[src/rtl/maze_step_scheduler_pkg.sv]
// Shared types and defaults for the maze step scheduler.
// Optional drop counter: define MAZE_STEP_DROP_COUNT_EN.
package maze_step_scheduler_pkg;

  typedef enum logic [2:0] {
    S_IDLE   = 3'd0,
    S_ERASE  = 3'd1,
    S_SETTLE = 3'd2,
    S_UPDATE = 3'd3,
    S_DRAW   = 3'd4
  } state_e;

  localparam int unsigned DEF_TICK_RELOAD   = 6_249_999;
  localparam int unsigned DEF_SETTLE_CYCLES = 2;
  localparam int unsigned DROP_W            = 8;

endpackage

[src/rtl/maze_step_scheduler_if.sv]
// Erase/draw engine handshake and position-commit strobe.
// master = scheduler, slave = engines and game logic.
interface maze_step_scheduler_if;

  logic erase_req;
  logic erase_done;
  logic draw_req;
  logic draw_done;
  logic update_pos;

  modport master (
    output erase_req,
    output draw_req,
    output update_pos,
    input  erase_done,
    input  draw_done
  );

  modport slave (
    input  erase_req,
    input  draw_req,
    input  update_pos,
    output erase_done,
    output draw_done
  );

endinterface

[src/rtl/maze_step_scheduler_step_tick_gen.sv]
// Countdown tick generator: one-cycle tick every TICK_RELOAD+1
// cycles while run is high; held at reload while run is low.
module step_tick_gen
  import maze_step_scheduler_pkg::*;
#(
  parameter int unsigned TICK_W      = 23,
  parameter int unsigned TICK_RELOAD = DEF_TICK_RELOAD
) (
  input  logic clock,
  input  logic resetn,
  input  logic run,
  output logic tick
);

  localparam logic [TICK_W-1:0] RELOAD = TICK_W'(TICK_RELOAD);

  logic [TICK_W-1:0] cnt_q;
  logic [TICK_W-1:0] cnt_d;

  assign tick = run && (cnt_q == '0);

  always_comb begin
    cnt_d = RELOAD;
    if (run && (cnt_q != '0)) begin
      cnt_d = cnt_q - 1'b1;
    end
  end

  always_ff @(posedge clock) begin
    if (resetn) begin
      cnt_q <= RELOAD;
    end else begin
      cnt_q <= cnt_d;
    end
  end

endmodule

[src/rtl/maze_step_scheduler.sv]
// Per-tick game step: erase sprite, settle, commit position, redraw.
// Optional drop counter: define MAZE_STEP_DROP_COUNT_EN.
module maze_step_scheduler
  import maze_step_scheduler_pkg::*;
#(
  parameter int unsigned TICK_W        = 23,
  parameter int unsigned TICK_RELOAD   = DEF_TICK_RELOAD,
  parameter int unsigned SETTLE_CYCLES = DEF_SETTLE_CYCLES,
  parameter int unsigned STEP_W        = 16
) (
  input  logic                  clock,
  input  logic                  resetn,
  input  logic                  run,
  input  logic                  clear_overrun,
  maze_step_scheduler_if.master eng,
  output logic                  busy,
  output logic                  tick,
  output logic                  overrun,
  output logic [STEP_W-1:0]     step_count,
  output logic [DROP_W-1:0]     drop_count
);

  localparam int unsigned SC_W =
    (SETTLE_CYCLES > 2) ? $clog2(SETTLE_CYCLES) : 1;

  state_e            state_q, state_d;
  logic              erase_req_q, erase_req_d;
  logic              draw_req_q, draw_req_d;
  logic              update_pos_q, update_pos_d;
  logic              overrun_q, overrun_d;
  logic [SC_W-1:0]   settle_q, settle_d;
  logic [STEP_W-1:0] step_q, step_d;
  logic              dropped;
  logic              settle_last;

  step_tick_gen #(
    .TICK_W      (TICK_W),
    .TICK_RELOAD (TICK_RELOAD)
  ) u_tick (
    .clock  (clock),
    .resetn (resetn),
    .run    (run),
    .tick   (tick)
  );

  // Ticks are never queued: any tick outside IDLE is lost.
  assign dropped     = tick && (state_q != S_IDLE);
  assign settle_last = (32'(settle_q) + 32'd1) >= SETTLE_CYCLES;

  always_comb begin
    state_d      = state_q;
    erase_req_d  = erase_req_q;
    draw_req_d   = draw_req_q;
    update_pos_d = 1'b0;
    settle_d     = settle_q;
    step_d       = step_q;
    overrun_d    = overrun_q;
    if (clear_overrun) begin
      overrun_d = 1'b0;
    end
    if (dropped) begin
      overrun_d = 1'b1;
    end
    unique case (state_q)
      S_IDLE: begin
        if (tick) begin
          state_d     = S_ERASE;
          erase_req_d = 1'b1;
        end
      end
      S_ERASE: begin
        if (eng.erase_done) begin
          erase_req_d = 1'b0;
          settle_d    = '0;
          if (SETTLE_CYCLES == 0) begin
            state_d      = S_UPDATE;
            update_pos_d = 1'b1;
          end else begin
            state_d = S_SETTLE;
          end
        end
      end
      S_SETTLE: begin
        if (settle_last) begin
          state_d      = S_UPDATE;
          update_pos_d = 1'b1;
        end else begin
          settle_d = settle_q + 1'b1;
        end
      end
      S_UPDATE: begin
        state_d    = S_DRAW;
        draw_req_d = 1'b1;
      end
      S_DRAW: begin
        if (eng.draw_done) begin
          state_d    = S_IDLE;
          draw_req_d = 1'b0;
          step_d     = step_q + 1'b1;
        end
      end
      default: begin
        state_d     = S_IDLE;
        erase_req_d = 1'b0;
        draw_req_d  = 1'b0;
      end
    endcase
  end

  always_ff @(posedge clock) begin
    if (resetn) begin
      state_q      <= S_IDLE;
      erase_req_q  <= 1'b0;
      draw_req_q   <= 1'b0;
      update_pos_q <= 1'b0;
      overrun_q    <= 1'b0;
      settle_q     <= '0;
      step_q       <= '0;
    end else begin
      state_q      <= state_d;
      erase_req_q  <= erase_req_d;
      draw_req_q   <= draw_req_d;
      update_pos_q <= update_pos_d;
      overrun_q    <= overrun_d;
      settle_q     <= settle_d;
      step_q       <= step_d;
    end
  end

`ifdef MAZE_STEP_DROP_COUNT_EN
  logic [DROP_W-1:0] drop_q, drop_d;

  // A drop in the same cycle as a clear leaves a count of one.
  always_comb begin
    drop_d = drop_q;
    if (clear_overrun) begin
      drop_d = '0;
    end
    if (dropped) begin
      if (clear_overrun) begin
        drop_d = DROP_W'(1);
      end else if (drop_q != '1) begin
        drop_d = drop_q + 1'b1;
      end
    end
  end

  always_ff @(posedge clock) begin
    if (resetn) begin
      drop_q <= '0;
    end else begin
      drop_q <= drop_d;
    end
  end

  assign drop_count = drop_q;
`else
  assign drop_count = '0;
`endif

  assign busy           = (state_q != S_IDLE);
  assign overrun        = overrun_q;
  assign step_count     = step_q;
  assign eng.erase_req  = erase_req_q;
  assign eng.draw_req   = draw_req_q;
  assign eng.update_pos = update_pos_q;

endmodule

[src/flat_wrapper.sv]
// flat-port wrapper written by rule: the top's interface ports become plain ports
module maze_step_scheduler_flat import maze_step_scheduler_pkg::*;
#(
  parameter int unsigned TICK_W        = 23,
  parameter int unsigned TICK_RELOAD   = DEF_TICK_RELOAD,
  parameter int unsigned SETTLE_CYCLES = DEF_SETTLE_CYCLES,
  parameter int unsigned STEP_W        = 16
)
  (clock, resetn, run, clear_overrun, busy, tick, overrun, step_count, drop_count, eng_erase_req, eng_draw_req, eng_update_pos, eng_erase_done, eng_draw_done);
  maze_step_scheduler_if eng_i ();
  input  logic clock;
  input  logic resetn;
  input  logic run;
  input  logic clear_overrun;
  output logic busy;
  output logic tick;
  output logic overrun;
  output logic [STEP_W-1:0] step_count;
  output logic [DROP_W-1:0] drop_count;
  output wire logic [$bits(eng_i.erase_req)-1:0] eng_erase_req;
  output wire logic [$bits(eng_i.draw_req)-1:0] eng_draw_req;
  output wire logic [$bits(eng_i.update_pos)-1:0] eng_update_pos;
  input wire logic [$bits(eng_i.erase_done)-1:0] eng_erase_done;
  input wire logic [$bits(eng_i.draw_done)-1:0] eng_draw_done;
  assign eng_erase_req = eng_i.erase_req;
  assign eng_draw_req = eng_i.draw_req;
  assign eng_update_pos = eng_i.update_pos;
  assign eng_i.erase_done = eng_erase_done;
  assign eng_i.draw_done = eng_draw_done;
  maze_step_scheduler #(.TICK_W(TICK_W), .TICK_RELOAD(TICK_RELOAD), .SETTLE_CYCLES(SETTLE_CYCLES), .STEP_W(STEP_W)) u_core (.clock(clock), .resetn(resetn), .run(run), .clear_overrun(clear_overrun), .eng(eng_i), .busy(busy), .tick(tick), .overrun(overrun), .step_count(step_count), .drop_count(drop_count));
endmodule
[config.mk]
export PLATFORM = sky130hd
export DESIGN_NAME = maze_step_scheduler_flat
export DESIGN_NICKNAME = d
export VERILOG_FILES = /design/src/rtl/maze_step_scheduler_pkg.sv /design/src/rtl/maze_step_scheduler_if.sv /design/src/rtl/maze_step_scheduler_step_tick_gen.sv /design/src/rtl/maze_step_scheduler.sv /design/src/flat_wrapper.sv
export SDC_FILE = /design/constraint.sdc
export NUM_CORES = 1
export LEC_CHECK = 0
export ABC_AREA = 0
export CAP_MARGIN = 20
export CORE_MARGIN = 3
export CORE_UTILIZATION = 55
export CTS_CLUSTER_SIZE = 16
export DETAILED_ROUTE_END_ITERATION = 7
export GPL_TIMING_DRIVEN = 0
export MAX_ROUTING_LAYER = met4
export PLACE_DENSITY = 0.86
export SLEW_MARGIN = 20
export SYNTH_ARGS = -nofsm -noshare
export SYNTH_HDL_FRONTEND = slang
export SYNTH_SLANG_ARGS = --single-unit
export TNS_END_PERCENT = 5
[constraint.sdc]
create_clock -name clock -period 4.85 [get_ports clock]
set_clock_uncertainty 0.2 [all_clocks]
set_input_delay 1.455 -clock clock [delete_from_list [all_inputs] [get_ports clock]]
set_output_delay 1.455 -clock clock [all_outputs]
set_load 0.05 [all_outputs]
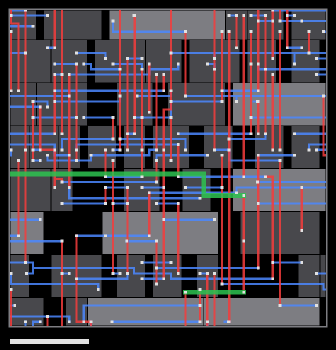
(images/closeup.png)
Bar = 5 um. Window x 25 to 45, y 39 to 59 um. Cells in grey, sequential cells in the stronger grey; small squares are vias.
- M2: red
- M3: green
- M1: blue
- cells with their middle in the window: 43
- most frequent: nor2_1 (7), dfxtp_1 (6), xor2_1 (5)
- sequential cells in the window: 6
- netlist names of flops here include: u_core.step_count (4)

==> job_summary.md <==
### Metrics collected by this job

| Metric | Value |
|---|---|
| Outcome | `completed` |
| Seq cells post-synth | `47` |
| MUX share of area | `0.8999%` |
| Reg2Reg Setup Slack | `2210 ps` |
| Critical path depth | `4` |
| Comb area leader | `simple AND/OR/NAND/NOR gates` |
| Worst R2R Path Depth | `6` |
| Comb gates | `187` |
| Crit path buf inv count | `2` |
| XOR-XNOR Cells, Area Fraction | `8.661%` |
| CTS root buf | `clkbuf_8` |
| Slew margin rel. | `54.24%` |
| Switching Fraction | `21.62%` |
| Via/cell ratio | `5.579` |
| Worst-Margin Slew | `683.4 ps` |
| CTS max path bufs | `2` |
| CP max FO | `4` |
| Yosys warnings | `0` |
| Adder-cell share of the synthesized area | `1.125%` |
| Worst Setup EP | `tick` |
| Hold buffers post-CTS | `0` |
| Commonest cells after routing, fill and taps aside | `dfxtp_1 (47), clkdlybuf4s50_1 (25), nand2_1 (24), nor2_1 (24), xor2_1 (17)` |
| Area Growth Syn to Fin | `20.64%` |
| Core Box Area | `3771 um^2` |
| Max power group | `sequential cells` |
| Clock share of power | `41.4%` |
| Vias | `1,880` |
| Comb pwr | `0.0000347 W` |
| Dominant flop cell | `dfxtp_1` |
| Drt initial violations | `139` |
| Die area | `4844 um^2` |
| Routed Antenna Nets | `0` |
| Reg power frac | `53.8%` |
| Worst setup margin | `306.3 ps` |
| Fin crit period | `4544 ps` |
| Clock slew at reported path FFs | `80 ps` |
| CP Launch Type | `input port` |
| Dominant cell area share | `42.29%` |
| Int Pwr | `0.0005640 W` |
| Hold Path Stages | `1` |
| Leakage | `0.9362 nW` |
| Largest area contributor in the netlist | `dfxtp_1` |
| Power Total | `0.0007196 W` |
| Logic share of the area | `44.66%` |
| Seq area share | `35.06%` |
| CP delay by family, top | `buffers and inverters` |
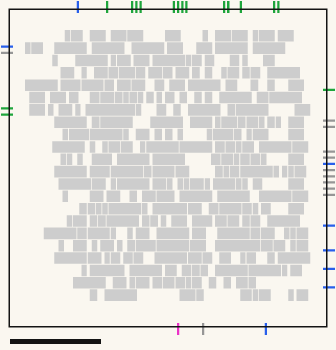
(images/pinout.png)
Bar = 20 um. Pins as bars across the die edge, other pins in grey.
- drop_count: blue (pins 8; direction output; edge 5 right, 1 top, 1 bottom, 1 left)
- run: magenta (pins 1; direction input; edge bottom)
- step_count: green (pins 16; direction output; edge 13 top, 2 left, 1 right)
- all pins by edge: 15 right, 14 top, 4 left, 3 bottom

-- layer usage --
layer | part of all wire [%] | global-route usage, % | vias up
li1 | - | - | 964
met1 | 48 | 23.46 | 872
met2 | 48 | 28.81 | 42
met3 | 4.3 | 5.362 | 2
met4 | 0.55 | 6.941 | 0
met5 | 0 | - | -
-- sequential cells by signal (all words and copies together), names as in the netlist --
signal,count
u_core.eng.draw_req,1
u_core.eng.erase_req,1
u_core.eng.update_pos,1
u_core.overrun,1
u_core.settle_q,1
u_core.state_q,3
u_core.step_count,16
u_core.u_tick.cnt_q,23
-- per-stage QoR --
step	setup TNS [ps]	hold WS, ps	instance area (um^2)
after global routing	0	276.3	2684
after CTS	0	242.6	2688
after detailed placement	-224.7	223.4	2571
after floorplan	0	200.1	2251
final	0	240.9	2684
after global placement	-223.4	215.4	2571
Power figures rest on the tool's default switching activity, not on a simulated workload.
